==> run_1/wires.png <==
Two of the layers only.
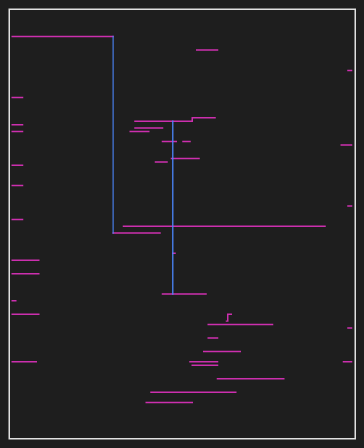
==> run_1/layer_met1.png <==
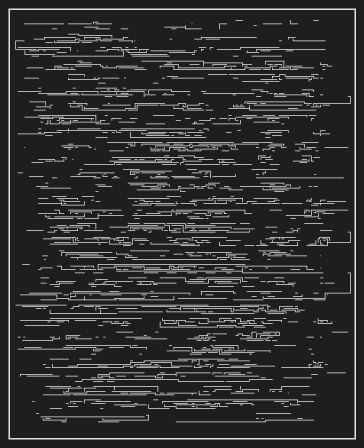
==> run_1/clocks.png <==
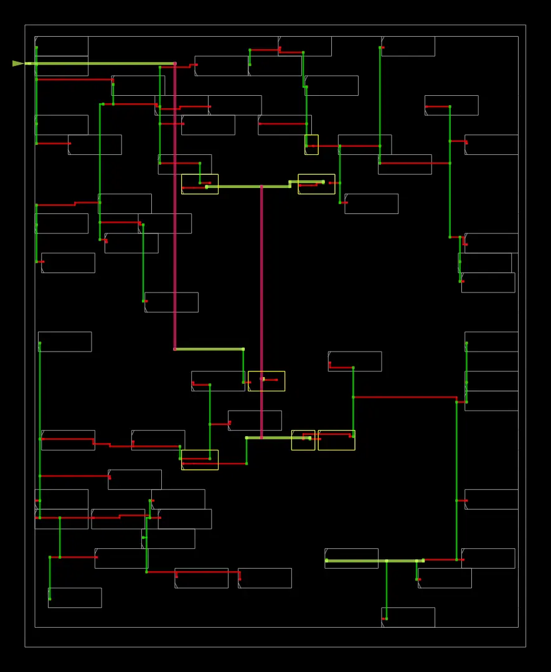
==> run_1/sizes.png <==
Bar = 20 um.
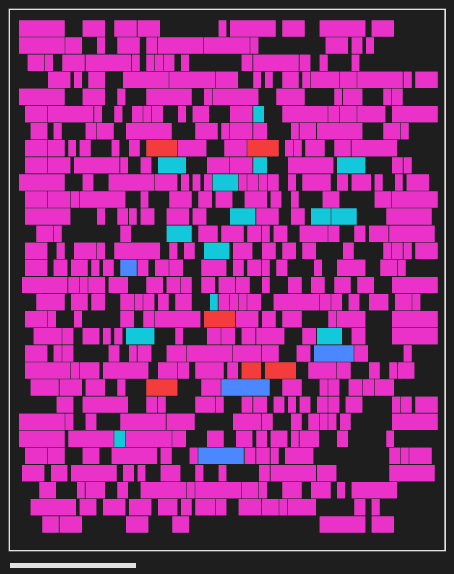
==> config.mk <==
export PLATFORM = sky130hd
export DESIGN_NAME = squarer_seq
export DESIGN_NICKNAME = d
export VERILOG_FILES = /design/src/rtl/squarer_seq.sv
export SDC_FILE = /design/constraint.sdc
export NUM_CORES = 1
export LEC_CHECK = 0
export CAP_MARGIN = 20
export CORE_ASPECT_RATIO = 1.25
export CORE_UTILIZATION = 60
export CTS_CLUSTER_DIAMETER = 200
export CTS_CLUSTER_SIZE = 24
export DETAILED_ROUTE_END_ITERATION = 8
export MAX_ROUTING_LAYER = met4
export PLACE_DENSITY_LB_ADDON = 0.08
export SLEW_MARGIN = 10
export SYNTH_ARGS = -nofsm -noshare
export SYNTH_HDL_FRONTEND = slang
export SYNTH_SLANG_ARGS = --single-unit
==> constraint.sdc <==
create_clock -name clk_i -period 6.26 [get_ports clk_i]
set_input_delay 0.939 -clock clk_i [delete_from_list [all_inputs] [get_ports clk_i]]
set_output_delay 0.939 -clock clk_i [all_outputs]
set_load 0.005 [all_outputs]
==> changes_impl.md, run 1 <==
## Implementation

* Switching power total at 0.1804 mW
* Hold/Removal Path Class: flip-flop to flip-flop
* Die y size at around 86 um
* Status: finished clean
* Comb area at approximately 2100 um^2
* Ratio of cells with drive above 1 in the final layout at 5.687%
* Leakage at 1.406 nW
* Vias per cell at ~6.0
* CP Data Required Time at 6.42 ns
* Worst Setup Start Kind: flip-flop
* Floorplan core density at 62.09%
* CTS root buffer: clkbuf_8
* Cells after DPL at 478
* Combinational share of power at 13.7%
* Die X at 69.13 um
* GPL Wtd Cong at 0.9758
* Num rows at 30
* Slew HR at a little under two fifths
* Vias in the first global route at approximately 2700
* Unrepaired setup endpoints after global routing: no
* PortBufs at 28
* Final period util at between 50% and 60%
* Crit-path cells: mux2_2, mux2i_1, nand2_1, o21ai_1, o22ai_1, and2_1, ha_1, a21oi_1, o21ai_1, a221oi_1, nand2_1, xnor2_1, a211oi_2
* CTS Buf Count at 5
* Mapped Area at ~3400 um^2
* Most frequent logic cells in the routed design: nand2_1, dfxtp_1, a21oi_1
* Area leader share at a little under a third
* Post-synthesis cell type count at between 50 and 60
* Fin cells at slightly below 500
* Routed Antenna Nets at 0
* Comb pwr at roughly 0.089 mW
## Picture notes: wires.png
| layer | color | wire length |
|---|---|---|
| metal 3 | magenta | 235 um |
| metal 4 | blue | 74.1 um |
Total Wirelength: 7.682 mm
vias: 2938
all-layer global routing usage: 27.57%
WL/cell: 15.81 um

## Picture notes: layer_met1.png
share of all routed wire: 47%
nets with wire on the layer: 419
wire length on this layer: 3580 um
met1 Use GR: 34.39%

## Picture notes: clocks.png
Worst-Skew Late Latency: 0.31 ns
Worst Skew: 0.008660 ns
sequential cell count: 54

## Picture notes: sizes.png
| size | color | cells | share |
|---|---|---|---|
| _6 and larger | red | 6 | 1.4% |
| _3 and _4 cells | blue | 4 | 0.95% |
| _0 and _1 cells | magenta | 398 | 94% |
| _2 cells | cyan | 14 | 3.3% |
Final WS setup: 2.910 ns
fin area: 3697 um^2
Non-CTS buffers: 29

==> run 1: worst max-delay path, delay by kind of cell (launching register included) <==
family | cells | cell delay (ns)
and+or+nand+nor | 3 | 0.35
AOI/OAI and AO/OA | 6 | 0.87
xor gates and xnor gates | 1 | 0.24
DFF | 1 | 0.69
muxes | 2 | 0.62
adders and majority gates | 1 | 0.42
==> run 1: logic make-up (layout without fill, tap and decap cells) <==
kind of cell	after synthesis	after routing	share of synthesized area (%)
DFF	54	54	31.99
AOI/OAI and AO/OA	116	116	23.55
adders and majority gates	20	20	7.627
xor gates and xnor gates	15	15	3.887
and+or+nand+nor	147	147	20.21
buffers and inverters	33	43	4.553
muxes	27	27	8.182
==> run 1: per-layer routing <==
| layer | global-route usage (%) | vias to the layer above | share of wire [%] |
|---|---|---|---|
| met5 | - | - | 0 |
| met4 | 7.236 | 0 | 0.96 |
| met3 | 2.820 | 5 | 3.1 |
| met2 | 47.66 | 59 | 49 |
| met1 | 34.39 | 1387 | 47 |
| li1 | - | 1487 | - |
==> run 1: final cells by class <==
type                       instances  area share [%]
multi-input combinational        325           58.00
sequential                        54           29.24
tap                               64           2.166
inverter                           7          0.7107
timing repair buffer              29           7.648
clock inverter                     2          0.3723
clock buffer                       5           1.861
==> run 1: synthesized netlist by cell type, types with 4 or more instances <==
master	n
a211oi_1	10
a21o_1	9
a21oi_1	42
a22o_1	4
a22oi_1	10
and2_1	9
buf_2	7
clkbuf_1	15
dfxtp_1	54
ha_1	19
inv_1	6
mux2_2	4
mux2i_1	22
nand2_1	57
nand2b_1	4
nand3_1	9
nand4_1	6
nor2_1	35
nor2b_1	9
nor3_1	5
nor3b_1	4
o211ai_1	4
o21ai_0	8
o21ai_1	6
o22ai_1	4
xnor2_1	11
xor2_1	4
==> run_1/layer_met2.png <==
Cells faint in the background.
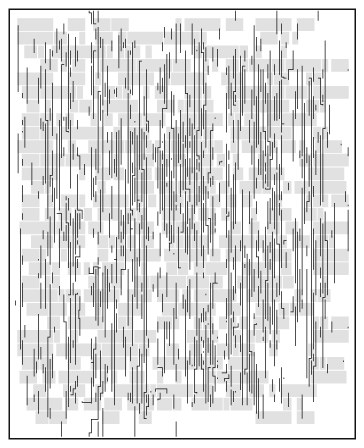

==> run 2: changes to the inputs <==
CORE_UTILIZATION = 58   (was 60)
clock period = 3.1 ns   (was 6.26 ns; I/O delays follow)
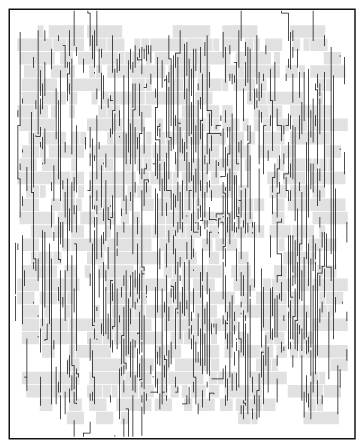
(run_2/layer_met2.png)
Cells faint in the background.
longest straight run: 53.7 um
wire length on this layer: 3910 um
share of all routed wire: 49%
nets with wire on the layer: 398
vias: 3031
Total Wirelength: 7.935 mm

==> run 2 against run 1 <==
First-iteration DRC count fell by 12%. Synthesized area unchanged. Via count up 3.2%. Sequential cell count is the same. Largest cell class unchanged. Largest power group unchanged.
==> changes_impl.md, run 2 <==
## Implementation

* Crit-path cells: clkbuf_2, buf_4, and2_1, and3_1, a21oi_1, o22ai_1, and2_1, ha_2, a21oi_1, o21ai_1, a221oi_1, nand2_1, xnor2_2, a211oi_2
* Mux frac, synth at 8.182% (unchanged)
* Die y size at 87.35 um (+1.7%)
* Hold/Removal Path Class: flip-flop to flip-flop
* Layout clock area frac at 2.970% (+0.74 points)
* Comb area at 2193 um^2 (+2.3%)
* Final-layout clock buffer total at 5 (unchanged)
* Vias per cell at 6.002 (-0.72%)
* Count leader, synth: nand2_1
* Num rows at 30 (unchanged)
* Ratio of cells with drive above 1 in the final layout at 12.70% (+7.0 points)
* Routed Antenna Nets at 0 (unchanged)
* Status: finished clean
* M2 GR Usage at 46.93% (-0.73 points)
* Met1 Use GR at 35.35% (+0.96 points)
* Die X at 70.28 um (+1.7%)
* XOR/XNOR Area Share at 3.887% (unchanged)
* Worst-Skew Late Latency at 0.31 ns (about the same)
* CTS Buf Count at 5 (unchanged)
* Worst Setup Start Kind: flip-flop
* Top sig layer: met4
* Leakage at 1.502 nW (+6.8%)
* Logic share of the area at 55.99% (-2.0 points)
* Most frequent logic cells in the routed design: nand2_1, dfxtp_1, a21oi_1
* Mapped Area at 3379 um^2 (unchanged)
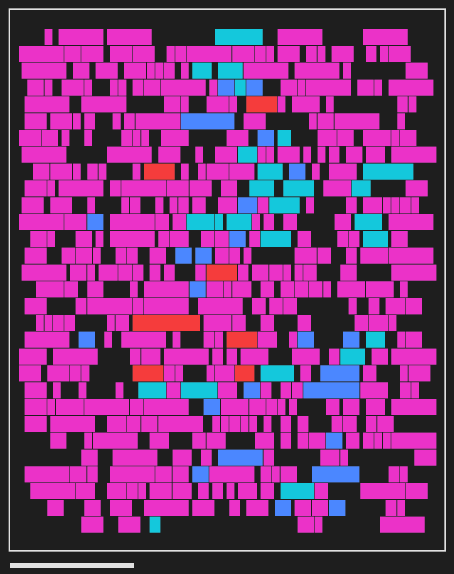
(run_2/sizes.png)
Bar = 20 um.
| size | color | cells | share |
|---|---|---|---|
| _6 and larger | red | 7 | 1.6% |
| _3 and _4 cells | blue | 24 | 5.4% |
| _0 and _1 cells | magenta | 385 | 87% |
| _2 cells | cyan | 25 | 5.7% |
Non-CTS buffers: 47
fin area: 3918 um^2

## run 2: cell types whose count changed in the layout (fill, tap and decap cells not counted), moves of 2 or more
cell	delta
buf_4	+17
ha_1	-3
mux2i_1	-3
mux2i_2	+3
a21oi_1	-2
a21oi_2	+2
dfxtp_1	-2
ha_2	+2
## run 2: kinds of logic after synthesis
logic type,count (synthesis)
simple gates,147
compound gates,116
flops,54
buf+inv,33
mux,27
fa+ha+maj,20
xor+xnor,15
## run 2: power groups by stage
stage	Clock [mW]	Sequential, mW	Combinational [mW]
4_1_cts	0.505	0.739	0.185
3_5_place_dp	0	0.754	0.184
3_3_place_gp	0	0.753	0.180
2_1_floorplan	0	0.744	0.137
5_1_grt	0.528	0.742	0.211
6_report	0.497	0.738	0.189
## run 2: worst max-delay path: cells and delay by family, from the launching register on
| family | cells | cell delay [ns] |
|---|---|---|
| AND-OR/OR-AND | 6 | 1.04 |
| AND/OR/NAND/NOR | 4 | 0.66 |
| adder cells (fa/ha/maj) | 1 | 0.32 |
| buffers and inverters | 2 | 0.31 |
| XOR/XNOR | 1 | 0.16 |
| flip-flops | 1 | 0.38 |
## run 2: timing repair
action                     in CTS  in global routing
setup endpoints to repair       3                 13
gates resized                   2                 13
pin swaps                       0                  2
buffers inserted                0                  2
## run 2: metrics by stage
step           cell area, um^2  util (%)  setup TNS (ns)  total power, mW  worst slack, ns
2_1_floorplan             3379         -               0           0.8814           0.1148
3_3_place_gp              3735     67.69               0           0.9335       0.00002420
3_5_place_dp              3735     67.69               0           0.9382         0.001825
4_1_cts                   3854     69.84               0            1.429          0.08671
5_1_grt                   3918     71.00        -0.03959            1.481         -0.02521
6_report                  3918     71.00               0            1.425           0.1596
Power and IR drop assume default switching activity.
